File: src/rtl/bfusion_operand_sequencer.sv
// Operand sequencer for a bit-fusion MAC: collects weight/activation pairs,
// packs them into 16-bit operand words per precision mode, issues one MAC op
// per packed word, drains the MAC pipeline and returns the accumulated result.
module bfusion_operand_sequencer #(
    parameter int HEADROOM        = 4,
    parameter int SCALABLE_LEVELS = 2,
    parameter int ACCU_LEN        = 50,
    parameter int MAC_LAT         = 2
) (
    input  logic                     clk,
    input  logic                     rst,
    input  logic [2:0]               mode,
    input  logic                     start,
    input  logic                     in_valid,
    output logic                     in_ready,
    input  logic [7:0]               in_w,
    input  logic [7:0]               in_a,
    output logic [15:0]              mac_a,
    output logic [15:0]              mac_w,
    output logic [SCALABLE_LEVELS:0] mac_config,
    output logic                     mac_accu_rst,
    input  logic [15+HEADROOM:0]     mac_z,
    output logic [15+HEADROOM:0]     res_z,
    output logic                     res_valid,
    output logic                     busy,
    output logic                     cfg_err
);
    localparam int ZW = 16 + HEADROOM;
    localparam int DW = (MAC_LAT > 1) ? $clog2(MAC_LAT) : 1;
    localparam logic [9:0]    LAST_OP    = 10'(ACCU_LEN - 1);
    localparam logic [DW-1:0] LAST_DRAIN = DW'(MAC_LAT - 1);

    typedef enum logic [2:0] {IDLE, CLEAR, FILL, ISSUE, DRAIN, DONE} state_t;

    state_t          state;
    logic [2:0]      mode_q;
    logic [1:0]      pcnt;
    logic [9:0]      ops;
    logic [DW-1:0]   dcnt;
    logic [15:0]     w_pack, a_pack, w_nxt, a_nxt;
    logic [1:0]      last_pair;
    logic [2:0]      sx;
    logic [ZW-1:0]   z_shl, z_ext;
    logic            mode_ok;

    assign mac_config = mode_q[2 -: SCALABLE_LEVELS+1];
    assign mode_ok    = (mode == 3'b000) || (mode == 3'b010) || (mode == 3'b110);

    // Per-mode pair count and result width: sx = 16 - B drops unused MSBs of mac_z
    always_comb begin
        last_pair = 2'd0;
        sx        = 3'd0;
        case (mode_q)
            3'b010:  begin last_pair = 2'd3; sx = 3'd6; end
            3'b110:  begin last_pair = 2'd1; sx = 3'd3; end
            default: begin last_pair = 2'd0; sx = 3'd0; end
        endcase
        z_shl = mac_z << sx;
        z_ext = $signed(z_shl) >>> sx;
    end

    // Pack word with the currently offered pair merged in; first pair lands in the MS field
    always_comb begin
        w_nxt = w_pack;
        a_nxt = a_pack;
        case (mode_q)
            3'b010: begin
                w_nxt[{~pcnt, 2'b00} +: 4] = in_w[3:0];
                a_nxt[{~pcnt, 2'b00} +: 4] = in_a[3:0];
            end
            3'b110: begin
                if (!pcnt[0]) begin
                    w_nxt[7:4]  = in_w[3:0];
                    a_nxt[15:8] = in_a;
                end else begin
                    w_nxt[3:0]  = in_w[3:0];
                    a_nxt[7:0]  = in_a;
                end
            end
            default: begin
                w_nxt = {8'h00, in_w};
                a_nxt = {8'h00, in_a};
            end
        endcase
    end

    // Sequencer FSM; every output is registered and set for the state being entered
    always_ff @(posedge clk or negedge rst) begin
        if (!rst) begin
            state        <= IDLE;
            mode_q       <= 3'b000;
            pcnt         <= '0;
            ops          <= '0;
            dcnt         <= '0;
            w_pack       <= '0;
            a_pack       <= '0;
            in_ready     <= 1'b0;
            mac_a        <= '0;
            mac_w        <= '0;
            mac_accu_rst <= 1'b0;
            res_z        <= '0;
            res_valid    <= 1'b0;
            busy         <= 1'b0;
            cfg_err      <= 1'b0;
        end else begin
            cfg_err      <= 1'b0;
            res_valid    <= 1'b0;
            mac_accu_rst <= 1'b0;
            mac_a        <= '0;
            mac_w        <= '0;
            case (state)
                IDLE: if (start) begin
                    if (mode_ok) begin
                        mode_q       <= mode;
                        state        <= CLEAR;
                        busy         <= 1'b1;
                        mac_accu_rst <= 1'b1;
                        ops          <= '0;
                        pcnt         <= '0;
                        w_pack       <= '0;
                        a_pack       <= '0;
                    end else begin
                        cfg_err <= 1'b1;
                    end
                end
                CLEAR: begin
                    state    <= FILL;
                    in_ready <= 1'b1;
                end
                FILL: if (in_valid && in_ready) begin
                    if (pcnt == last_pair) begin
                        mac_w    <= w_nxt;
                        mac_a    <= a_nxt;
                        w_pack   <= '0;
                        a_pack   <= '0;
                        pcnt     <= '0;
                        in_ready <= 1'b0;
                        state    <= ISSUE;
                    end else begin
                        w_pack <= w_nxt;
                        a_pack <= a_nxt;
                        pcnt   <= pcnt + 2'd1;
                    end
                end
                ISSUE: begin
                    ops <= ops + 10'd1;
                    if (ops == LAST_OP) begin
                        state <= DRAIN;
                        dcnt  <= '0;
                    end else begin
                        state    <= FILL;
                        in_ready <= 1'b1;
                    end
                end
                DRAIN: begin
                    // result registered on entry to DONE so res_z and res_valid appear together
                    if (dcnt == LAST_DRAIN) begin
                        state     <= DONE;
                        res_z     <= z_ext;
                        res_valid <= 1'b1;
                    end else begin
                        dcnt <= dcnt + DW'(1);
                    end
                end
                DONE: begin
                    state <= IDLE;
                    busy  <= 1'b0;
                end
                default: begin
                    state    <= IDLE;
                    busy     <= 1'b0;
                    in_ready <= 1'b0;
                end
            endcase
        end
    end
endmodule

File: config.mk
export PLATFORM = sky130hd
export DESIGN_NAME = bfusion_operand_sequencer
export DESIGN_NICKNAME = d
export VERILOG_FILES = /design/src/rtl/bfusion_operand_sequencer.sv
export SDC_FILE = /design/constraint.sdc
export NUM_CORES = 1
export LEC_CHECK = 0
export ABC_AREA = 0
export CORE_MARGIN = 5
export CORE_UTILIZATION = 50
export CTS_BUF_LIST = sky130_fd_sc_hd__clkbuf_16
export DETAILED_ROUTE_END_ITERATION = 7
export GPL_TIMING_DRIVEN = 1
export PLACE_DENSITY = 0.77
export SYNTH_ARGS = -nofsm -noshare
export SYNTH_HDL_FRONTEND = slang
export SYNTH_SLANG_ARGS = --single-unit
File: constraint.sdc
create_clock -name clk -period 2.42 [get_ports clk]
set_input_delay 0.605 -clock clk [delete_from_list [all_inputs] [get_ports clk]]
set_output_delay 0.605 -clock clk [all_outputs]
set_load 0.05 [all_outputs]
**Gate families picked out**

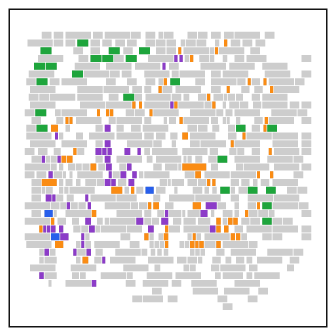
| family | color | cells | most used |
|---|---|---|---|
| nand cells | purple | 51 | nand2_1 |
| mux cells | green | 23 | mux2_1 |
| nor cells | orange | 68 | nor2_1 |
| xor and xnor cells | blue | 3 | xor2_1 |

==> reports/metrics.csv <==
stage;metric;value;unit
layout;fin nets;628;
setup_path;crit path DRT;1.81;ns
setup_path;crit-path leading delay family;buffers and inverters;
synthesis;# Cells Yosys;473;
pwr;Leakage;0.00286;uW
flow_run;max cap viols;0;
synthesis;share of the synthesized area in the top cell type;0.531;
floorplanning;Tapcells;133;
floorplanning;I/O pin total;103;
layout;Comb/total area;0.330;
place;I/O Buffers;102;
drt;DRC;0;
layout;Clock-cell share;0.0434;
sta;Fmax;430;MHz
sta;Clock Skews;0.00983;ns
place;Setup Slack @ Placement;-0.0851;ns
setup_path;CP bufs+invs;1;
place;HPWL after detailed placement;9430;um
grt;first-pass GRT wire length;22100;um
synthesis;Gate Count Post-Synth;473;
synthesis;XORs/XNORs by Area;0.00516;
cts;PostCTS Resize Cnt;0;
setup_path;crit end category;output pin;
layout;dominant logic cell type in the layout;dfrtp_1;
cts;clk sinks;108;
synthesis;main flop type after synthesis;dfrtp_1;
drt;Via density;6.04;
layout;filler cell count;747;
grt;gr usage total;0.217;
pwr;total chip power;6010;uW
synthesis;Top cells by area;dfrtp_1, nor2_1, a21oi_1;
drt;DR WL/cell;18.5;um
synthesis;mapped cell area;0.00509;mm2
floorplanning;Die X;111;um
layout;area of all placed cells without fillers;0.00662;mm2
floorplanning;fp util;0.516;
sta;endpoints failing setup;0;
layout;n_diodes;0;
drt;total routed wirelength;13200;um
layout;Seq area share;0.408;
place;Routability Congestion;0.868;
cts;CTS clk-pin slew, worst paths;0.07;ns
layout;Leading cell kind;sequential cells;
setup_path;Setup crit start kind;register;
floorplanning;Die H;111;um
cts;CTS tree;yes;
synthesis;top cells by count;dfrtp_1, nor2_1, a21oi_1;
cts;hold_buf cts;0;
synthesis;FFs w/ async S/R, synth;1.00;
pwr;Worst VDD drop;0.512;mV
synthesis;Synth Area per Inst;10.8;um2
cts;htree depth;3;
sta;worst hold slack;0.242;ns
layout;P&R area growth vs syn;30.2;%
layout;buffering overhead;0.185;
pwr;Power Density;907;mW/mm2
layout;Util after Layout;0.671;
cts;CTS Buf Count;9;
synthesis;Basic Gates by Area;0.160;
grt;largest net degree at the start of global routing;44;
cts;worst skew pair latency;0.35;ns
status;status;finished, final reports clean;
sta;setup_tns;0;ns
floorplanning;CORE AREA;0.00986;mm2
sta;Rel. slew slack;0.321;
grt;initial antenna violation count;0;
sta;Pins Over Slew Limit;0;
synthesis;post-synth top area cell;dfrtp_1;
setup_path;CP peak stage delay;0.87;ns
synthesis;Chip Area, Yosys;0.00509;mm2
grt;global route overflow;0;
cts;Clock Tree Buf Depth;2;
layout;sequential cell area;0.00270;mm2
cts;# Post-CTS Setup Buffers;0;
place;Post-DP Area;0.00634;mm2
layout;Inverters, non-clock;16;
setup_path;CP max FO;8;
layout;bufs w/o clock;123;
layout;Top Layout Cells;dfrtp_1, clkdlybuf4s50_1, nor2_1;
cts;Root Buffer;clkbuf_16;
synthesis;Syn. warnings;0;
layout;MI comb cells;320;
layout;Comb gate area;0.00218;mm2
synthesis;most frequent cell after synthesis;dfrtp_1;
drt;ANT nets after route;0;
floorplanning;Die ar.;0.0123;mm2
grt;vias in the first global route;4374;
synthesis;Post-synth mux share;0.0487;
drt;Via Count;4327;
drt;number of detailed-route iterations in the first pass;5;
hold_path;worst min path class;in2async;
sta;worst setup margin;0.0922;ns
synthesis;Main logic family;AND-OR/OR-AND gates;
sta;period utilization;0.962;
synthesis;Adder Share, Synth;0.0172;
setup_path;CP arrival;1.72;ns
synthesis;Post-synth seq share;0.531;
place;Post-Place Cells;700;
synthesis;count of library flops with an enable pin;0;
setup_path;Critical-path top delay cell;clkdlybuf4s50_1;
layout;clock buffers;9;
sta;final hold viol count;0;
layout;Flops;108;
sta;Slew @ Worst Pin;1.02;ns
sta;final worst path period need;2.33;ns
layout;share of cells above drive strength 1;0.0909;
synthesis;Floorplan Nets;523;
sta;RSZ-0062 raised after global routing;false;
synthesis;Synth Register Bits;108;
setup_path;CP Class;reg2out;
layout;Final Non-Filler Cells;716;
synthesis;yosys aoi share;0.198;
floorplanning;Std-Cell Rows;36;
setup_path;CP cell instances;clkdlybuf4s50_1;
drt;Detailed Route Iter0 Violations;210;
flow_run;tool warnings;31;
synthesis;Cell Type Count;63;
**Cell classes on the final placement**

Scale bar: 20 um. Fill, decap, tap and diode cells in gray.
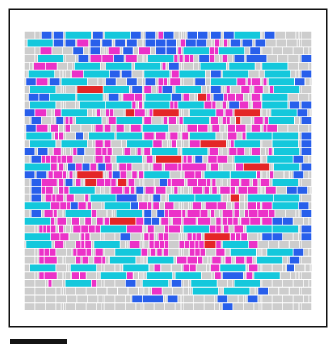
| class | color | cells |
|---|---|---|
| remaining logic cells | magenta | 336 |
| clock drivers and dummy loads | red | 16 |
| remaining buffers and delay cells | blue | 123 |
| registers | cyan | 108 |

worst register-to-register path: cells and delay by family (launching register included):
| family | cells | cell delay (ns) |
|---|---|---|
| simple gates | 3 | 0.97 |
| flops | 1 | 0.49 |
| fa+ha+maj | 1 | 0.39 |
| compound gates | 1 | 0.18 |
| buf+inv | 1 | 0.11 |
power by group:
part | switching (uW) | total (uW) | internal (uW)
clock | 706 | 1430 | 726
sequential | 242 | 2300 | 2060
combinational | 1390 | 2280 | 883
total | 2340 | 6010 | 3670
kinds of logic after synthesis:
logic type	count (synthesis)
AND-OR/OR-AND	139
XOR/XNOR	3
adder cells (fa/ha/maj)	7
buffers and inverters	45
flip-flops	108
multiplexers	23
AND/OR/NAND/NOR	148
flip-flops by register name, summed over array words and instances (netlist names), 2 cells and up:
| register | cells |
|---|---|
| a_pack | 16 |
| w_pack | 16 |
| ops | 10 |
| mac_w | 16 |
| res_z | 20 |
| mac_a | 16 |
| state | 3 |
| mac_config | 3 |
| pcnt | 2 |
final timing paths:
| check | startpoint | to | slack, ns | cells after the start |
|---|---|---|---|---|
| min in group clk | res_z[7]$_DFFE_PN0P_ | res_z[7]$_DFFE_PN0P_ | 0.49 | 1 |
| max reg2reg | pcnt[1]$_DFFE_PN0P_ | mac_w[9]$_DFF_PN0_ | 0.22 | 6 |
| max | mac_config[1]$_DFFE_PN0P_ | mac_config[1] | 0.09 | 1 |
| min reg2reg | res_z[7]$_DFFE_PN0P_ | res_z[7]$_DFFE_PN0P_ | 0.49 | 1 |
| max in group asynchronous | rst | ops[1]$_DFFE_PN0P_ | 1.58 | 2 |
| min | rst | mac_a[5]$_DFF_PN0_ | 0.24 | 1 |
layer usage:
metal | track usage | wire length, um
met4 | 0.0747 | 248
met3 | 0.0371 | 791
met1 | 0.291 | 5560
met5 | 0 | 0
met2 | 0.358 | 6630
Power figures rest on the tool's default switching activity, not on a simulated workload.
